`src/rtl/mem_stage_pkg.sv`:
```
// Shared definitions for the MEM stage: bus field positions, FSM/op encodings and bus pack/unpack helpers.
// Combinational helpers only; no latency or flow control of their own.
package mem_stage_pkg;

    localparam int BUS_W     = 58;
    localparam int INPORT_HI = 57;
    localparam int INPORT_LO = 42;
    localparam int DATA_HI   = 41;
    localparam int DATA_LO   = 26;
    localparam int ALU_HI    = 25;
    localparam int ALU_LO    = 10;
    localparam int RDST_HI   = 9;
    localparam int RDST_LO   = 7;
    localparam int MEMRD     = 6;
    localparam int MEMWR     = 5;
    localparam int PUSH      = 4;
    localparam int POP       = 3;
    localparam int INSIG     = 2;
    localparam int OUTSIG    = 1;
    localparam int WBEN      = 0;

    typedef enum logic {
        ST_IDLE = 1'b0,
        ST_WAIT = 1'b1
    } state_e;

    typedef enum logic [2:0] {
        OP_NONE,
        OP_READ,
        OP_WRITE,
        OP_PUSH,
        OP_POP
    } op_e;

    typedef struct packed {
        logic [15:0] inport;
        logic [15:0] data;
        logic [15:0] alu;
        logic [2:0]  rdst;
        logic        mem_read;
        logic        mem_write;
        logic        push;
        logic        pop;
        logic        in_sig;
        logic        out_sig;
        logic        wb_en;
    } mem_bus_t;

    function automatic mem_bus_t bus_unpack(input logic [BUS_W-1:0] v);
        mem_bus_t b;
        b.inport    = v[INPORT_HI:INPORT_LO];
        b.data      = v[DATA_HI:DATA_LO];
        b.alu       = v[ALU_HI:ALU_LO];
        b.rdst      = v[RDST_HI:RDST_LO];
        b.mem_read  = v[MEMRD];
        b.mem_write = v[MEMWR];
        b.push      = v[PUSH];
        b.pop       = v[POP];
        b.in_sig    = v[INSIG];
        b.out_sig   = v[OUTSIG];
        b.wb_en     = v[WBEN];
        return b;
    endfunction

    function automatic logic [BUS_W-1:0] bus_pack(input mem_bus_t b);
        logic [BUS_W-1:0] v;
        v                      = '0;
        v[INPORT_HI:INPORT_LO] = b.inport;
        v[DATA_HI:DATA_LO]     = b.data;
        v[ALU_HI:ALU_LO]       = b.alu;
        v[RDST_HI:RDST_LO]     = b.rdst;
        v[MEMRD]               = b.mem_read;
        v[MEMWR]               = b.mem_write;
        v[PUSH]                = b.push;
        v[POP]                 = b.pop;
        v[INSIG]               = b.in_sig;
        v[OUTSIG]              = b.out_sig;
        v[WBEN]                = b.wb_en;
        return v;
    endfunction

    // Several op bits may be set; only the highest-priority one executes.
    function automatic op_e op_decode(input mem_bus_t b);
        op_e op;
        if (b.pop)            op = OP_POP;
        else if (b.push)      op = OP_PUSH;
        else if (b.mem_read)  op = OP_READ;
        else if (b.mem_write) op = OP_WRITE;
        else                  op = OP_NONE;
        return op;
    endfunction

endpackage

```
`src/rtl/memory_stage_stack_pointer.sv`:
```
// Stack pointer register with +1 lookahead; updates one edge after upd, wrapping modulo 2^16.
// No backpressure: the owner strobes upd at most once per completed push/pop.
module stack_pointer #(
    parameter logic [15:0] SP_INIT = 16'h03FF
) (
    input  logic        clk,
    input  logic        rst,
    input  logic        upd,
    input  logic        dec,
    output logic [15:0] sp,
    output logic [15:0] sp_inc
);

    always_ff @(posedge clk or negedge rst) begin
        if (!rst) begin
            sp <= SP_INIT;
        end else if (upd) begin
            sp <= dec ? sp - 16'd1 : sp + 16'd1;
        end
    end

    assign sp_inc = sp + 16'd1;

endmodule

```
`src/rtl/memory_stage.sv`:
```
// MEM stage: non-mem ops pass to MEM/WB in 1 cycle; loads/stores/push/pop go through a req/ack port with timeout.
// Stalls upstream while an access is outstanding; stall drops in the completing (ack or timeout) cycle.
module memory_stage
    import mem_stage_pkg::*;
#(
    parameter logic [15:0] SP_INIT  = 16'h03FF,
    parameter int          MAX_WAIT = 15
) (
    input  logic             clk,
    input  logic             rst,
    input  logic             in_valid,
    input  logic [BUS_W-1:0] ex_bus,
    input  logic [15:0]      mem_rdata,
    input  logic             mem_ack,
    output logic             mem_req,
    output logic             mem_we,
    output logic [15:0]      mem_addr,
    output logic [15:0]      mem_wdata,
    output logic             stall,
    output logic [BUS_W-1:0] Out,
    output logic [15:0]      sp,
    output logic             mem_err
);

    localparam logic [7:0] WAIT_LAST = 8'(MAX_WAIT - 1);

    state_e      state, state_nxt;
    mem_bus_t    in_b, lat_b, out_nxt;
    op_e         in_op, lat_op;
    logic [7:0]  wait_cnt;
    logic [15:0] sp_inc;
    logic        accept, ack_now, tmo_now, sp_upd, sp_dec;

    assign in_b   = bus_unpack(ex_bus);
    assign in_op  = op_decode(in_b);
    assign lat_op = op_decode(lat_b);

    stack_pointer #(.SP_INIT(SP_INIT)) u_sp (
        .clk    (clk),
        .rst    (rst),
        .upd    (sp_upd),
        .dec    (sp_dec),
        .sp     (sp),
        .sp_inc (sp_inc)
    );

    always_ff @(posedge clk or negedge rst) begin
        if (!rst) state <= ST_IDLE;
        else      state <= state_nxt;
    end

    always_comb begin
        state_nxt = state;
        case (state)
            ST_IDLE: if (in_valid && in_op != OP_NONE) state_nxt = ST_WAIT;
            ST_WAIT: if (mem_ack || wait_cnt == WAIT_LAST) state_nxt = ST_IDLE;
            default: state_nxt = ST_IDLE;
        endcase
    end

    // The last timeout cycle releases stall so the next instruction lines up with the IDLE cycle.
    always_comb begin
        accept  = 1'b0;
        ack_now = 1'b0;
        tmo_now = 1'b0;
        stall   = 1'b0;
        case (state)
            ST_IDLE: begin
                accept = in_valid && (in_op != OP_NONE);
                stall  = accept;
            end
            ST_WAIT: begin
                ack_now = mem_ack;
                tmo_now = !mem_ack && (wait_cnt == WAIT_LAST);
                stall   = !ack_now && !tmo_now;
            end
            default: ;
        endcase
        sp_upd = ack_now && (lat_op == OP_PUSH || lat_op == OP_POP);
        sp_dec = (lat_op == OP_PUSH);
    end

    // Anything not producing a result is a bubble, which keeps out_sig low.
    always_comb begin
        out_nxt = '0;
        if (state == ST_IDLE && in_valid && in_op == OP_NONE) begin
            out_nxt      = in_b;
            out_nxt.data = '0;
        end else if (ack_now) begin
            out_nxt      = lat_b;
            out_nxt.data = (lat_op == OP_READ || lat_op == OP_POP) ? mem_rdata : 16'h0000;
        end else if (tmo_now) begin
            out_nxt         = lat_b;
            out_nxt.data    = '0;
            out_nxt.wb_en   = 1'b0;
            out_nxt.out_sig = 1'b0;
        end
    end

    always_ff @(posedge clk or negedge rst) begin
        if (!rst) begin
            Out       <= '0;
            lat_b     <= '0;
            mem_req   <= 1'b0;
            mem_we    <= 1'b0;
            mem_addr  <= '0;
            mem_wdata <= '0;
            mem_err   <= 1'b0;
            wait_cnt  <= '0;
        end else begin
            Out <= bus_pack(out_nxt);
            if (accept) begin
                lat_b    <= in_b;
                mem_req  <= 1'b1;
                wait_cnt <= '0;
                case (in_op)
                    OP_READ: begin
                        mem_addr <= in_b.alu;
                        mem_we   <= 1'b0;
                    end
                    OP_WRITE: begin
                        mem_addr  <= in_b.alu;
                        mem_we    <= 1'b1;
                        mem_wdata <= in_b.data;
                    end
                    OP_PUSH: begin
                        mem_addr  <= sp;
                        mem_we    <= 1'b1;
                        mem_wdata <= in_b.data;
                    end
                    default: begin
                        mem_addr <= sp_inc;
                        mem_we   <= 1'b0;
                    end
                endcase
            end else if (ack_now || tmo_now) begin
                mem_req <= 1'b0;
                if (tmo_now) mem_err <= 1'b1;
            end else if (state == ST_WAIT) begin
                wait_cnt <= wait_cnt + 8'd1;
            end
        end
    end

endmodule
```
`config.mk`:
```
export PLATFORM = sky130hd
export DESIGN_NAME = memory_stage
export DESIGN_NICKNAME = d
export VERILOG_FILES = /design/src/rtl/mem_stage_pkg.sv /design/src/rtl/memory_stage_stack_pointer.sv /design/src/rtl/memory_stage.sv
export SDC_FILE = /design/constraint.sdc
export NUM_CORES = 1
export LEC_CHECK = 0
export CAP_MARGIN = 0
export CORE_ASPECT_RATIO = 1.75
export CORE_MARGIN = 1
export CORE_UTILIZATION = 50
export CTS_BUF_LIST = sky130_fd_sc_hd__clkbuf_8
export DETAILED_ROUTE_END_ITERATION = 16
export PLACE_DENSITY = 0.87
export SLEW_MARGIN = 20
export SYNTH_ARGS = -nofsm -noshare
export SYNTH_HDL_FRONTEND = slang
export SYNTH_HIERARCHICAL = 1
export SYNTH_SLANG_ARGS = --single-unit
```
`constraint.sdc`:
```
create_clock -name clk -period 2.4 [get_ports clk]
set_input_delay 0.48 -clock clk [delete_from_list [all_inputs] [get_ports clk]]
set_output_delay 0.48 -clock clk [all_outputs]
set_load 0.01 [all_outputs]
```
==> images/placement.png <==
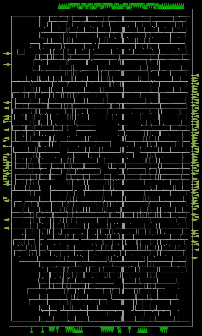
row count: 56
Well Taps: 174
Seq area share: 42.13%
Final Util: 70.52%
non-filler cells, final: 1036

==> images/sizes.png <==
Scale: 4 px per um.
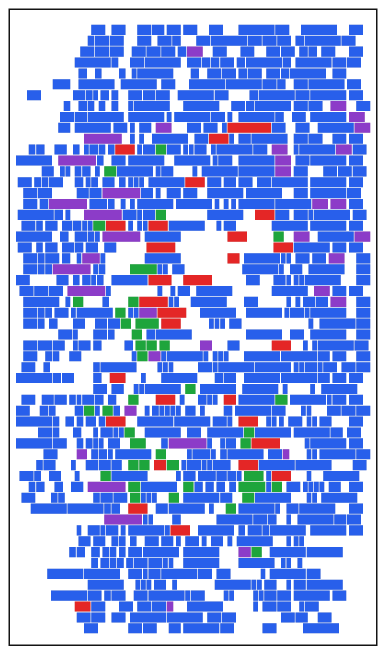
_0 and _1 cells -> blue  # cells 757, share 88%, most used clkdlybuf4s50_1
_2 cells -> purple  # cells 36, share 4.2%, most used mux2_2
_6 and larger -> red  # cells 29, share 3.4%, most used clkbuf_8
_3 and _4 cells -> green  # cells 40, share 4.6%, most used buf_4
number of buffers outside the clock class in the layout: 219
layout overhead on the synthesized area: 36.01%
Design Area, Final: 0.009537 mm^2

==> images/io_fan.png <==
Scale: 2 px per um.
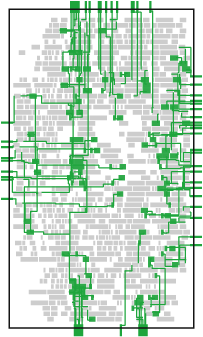
ex_bus -> green  # bits 58, direction input, edge 22 right, 16 top, 11 bottom, 9 left, end cells 119, buffers 62, wire 2650 um
I/O Buffers: 187
IO Pins: 188

==> summary.txt <==
flow finished, numbers: run status=finished, final reports clean, Yosys Chip Area=0.007012 mm^2, clock share of power=22.4%, cell-internal power=5.641 mW, Slowest Stage Delay on Critical Path=0.52 ns, skew final=0.01349 ns, Comb pwr share=31.8%, Clock Latency Late Sink=0.45 ns, post-synth net total=739, Fin. Hold Viols=0, remaining antenna violation count=0, switching power total=2.899 mW, worst path required time=1.92 ns, switching share of power=33.94%, CP Launch Type=register, clock root cell=clkbuf_8, Flop pwr share=45.7%, hold buffers post-CTS=1, Seq/Total Area, Yosys=57.28%, Pre-Place Util=51.85%, met2 wire len=10550 um, final period utilization=96.04%, Tmin final=2.305 ns, Worst-path clk slew=0.08 ns, first-pass iteration count of the detailed router=5, Async S/R FF share, synth=100.0%, Clock Sinks=160, hold_sp=lat_b[16]$_DFFE_PN0N_, FF-to-FF path depth=8, Comb area=0.002713 mm^2, worst vdd ir=662.8 uV, Crit. End Element=output port
==> images/wires.png <==
Scale: 4 px per um. Two of the layers only.
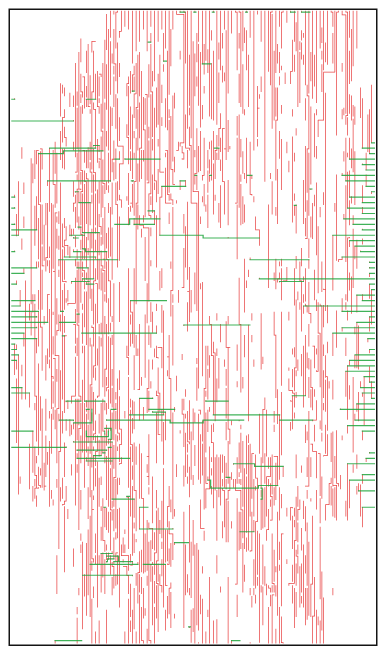
metal 2 -> red  # wire length 10600 um
metal 3 -> green  # wire length 926 um
All-Layer GR Usage: 26.43%
total routed wirelength: 19150 um
via count: 5793
wire length per cell: 18.48 um

==> images/io_placement.png <==
Scale: 4 px per um. Pins as bars across the die edge, other pins in gray.
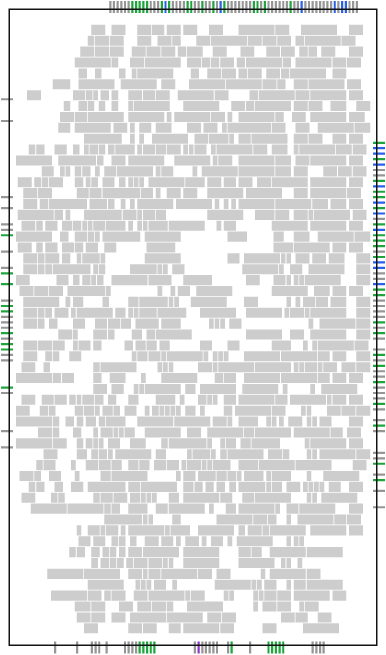
stall -> purple  # pins 1, direction output, edge bottom
mem_wdata -> blue  # pins 16, direction output, edge 10 right, 6 top
ex_bus -> green  # pins 58, direction input, edge 22 right, 16 top, 11 bottom, 9 left
Die Y-Extent: 158.7 um
die x size: 91.52 um

-- layer usage --
metal | track usage, % | vias up
met5 | 0 | -
met4 | 14.74 | 0
met3 | 4.155 | 51
met2 | 49.95 | 243
met1 | 27.62 | 2858
li1 | - | 2641
-- registers in the layout, summed over array words and instances, names as in the netlist --
| name | cells |
|---|---|
| mem_we | 1 |
| mem_wdata | 16 |
| mem_addr | 16 |
| Out | 58 |
| u_sp/sp | 16 |
| mem_req | 1 |
| mem_err | 1 |
| wait_cnt | 8 |
| lat_b | 42 |
| state | 1 |
-- stage by stage --
| stage | hold slack (ns) | TNS (ns) | utilization (%) | total power, mW |
|---|---|---|---|---|
| 6_report | 0.4812 | 0 | 70.52 | 8.540 |
| 5_1_grt | 0.5032 | -0.001088 | 70.52 | 8.973 |
| 4_1_cts | 0.4739 | 0 | 70.47 | 8.569 |
| 3_5_place_dp | 0.4562 | -0.4712 | 67.52 | 6.646 |
| 3_3_place_gp | 0.4513 | -0.4584 | 67.52 | 6.509 |
| 2_1_floorplan | 0.1844 | 0 | - | 5.227 |
-- cell families after synthesis --
kind of cell	after synthesis	synth area share (%)
AOI/OAI and AO/OA	112	11.17
xor gates and xnor gates	32	3.997
adders and majority gates	4	0.7138
buffers and inverters	54	4.479
DFF	160	57.28
muxes	36	5.425
and+or+nand+nor	259	16.93
-- worst max path at each step --
stage,cells after the start,endpoint,startpoint
final,4,stall,state$_DFF_PN0_
after detailed placement,5,stall,ex_bus[4]
after floorplan,6,stall,ex_bus[4]
after global placement,5,stall,ex_bus[4]
after CTS,6,stall,wait_cnt[0]$_DFFE_PN0P_
after global routing,6,stall,wait_cnt[0]$_DFFE_PN0P_
-- layout make-up --
type / count / share of cell area (%)
Tap cell: 174 / 2.283
Timing Repair Buffer: 219 / 22.75
Clock inverter: 15 / 1.627
Clock buffer: 17 / 2.453
Inverter: 8 / 0.3149
Multi-Input combinational cell: 443 / 28.44
Sequential cell: 160 / 42.13
-- synthesized netlist by cell type, types with 2 or more instances --
cell type,count,area [um^2]
buf_4,2,15.01
nor2_1,19,71.32
ha_1,4,50.05
nor2b_1,4,25.02
buf_6,8,90.09
a22o_1,36,315.3
and3_1,3,18.77
dfrtp_1,150,3754
a21oi_1,19,95.09
clkbuf_1,14,52.55
mux2i_1,20,200.2
o21ai_0,20,100.1
nor4_1,5,31.28
buf_2,19,95.09
o32ai_1,4,35.03
nand4_1,4,25.02
nor3_1,5,25.02
o21ai_1,4,20.02
inv_1,7,26.28
xnor2_1,23,201.4
clkbuf_8,2,27.53
o22ai_1,18,112.6
a32o_1,2,20.02
or4_1,2,15.01
mux2_2,16,180.2
or3_1,4,25.02
xor2_1,9,78.83
nand3_1,26,130.1
nand2_1,154,578.1
nor3b_1,2,15.01
dfstp_2,10,262.8
and2_1,21,131.4
-- worst max-delay path, delay by kind of cell, from the launching register on --
kind / cells / cell delay, ns
AND/OR/NAND/NOR: 2 / 0.45
flip-flops: 1 / 0.52
AND-OR/OR-AND: 1 / 0.28
buffers and inverters: 1 / 0.13
No activity file was given, so power comes from the tool's default toggle rates.
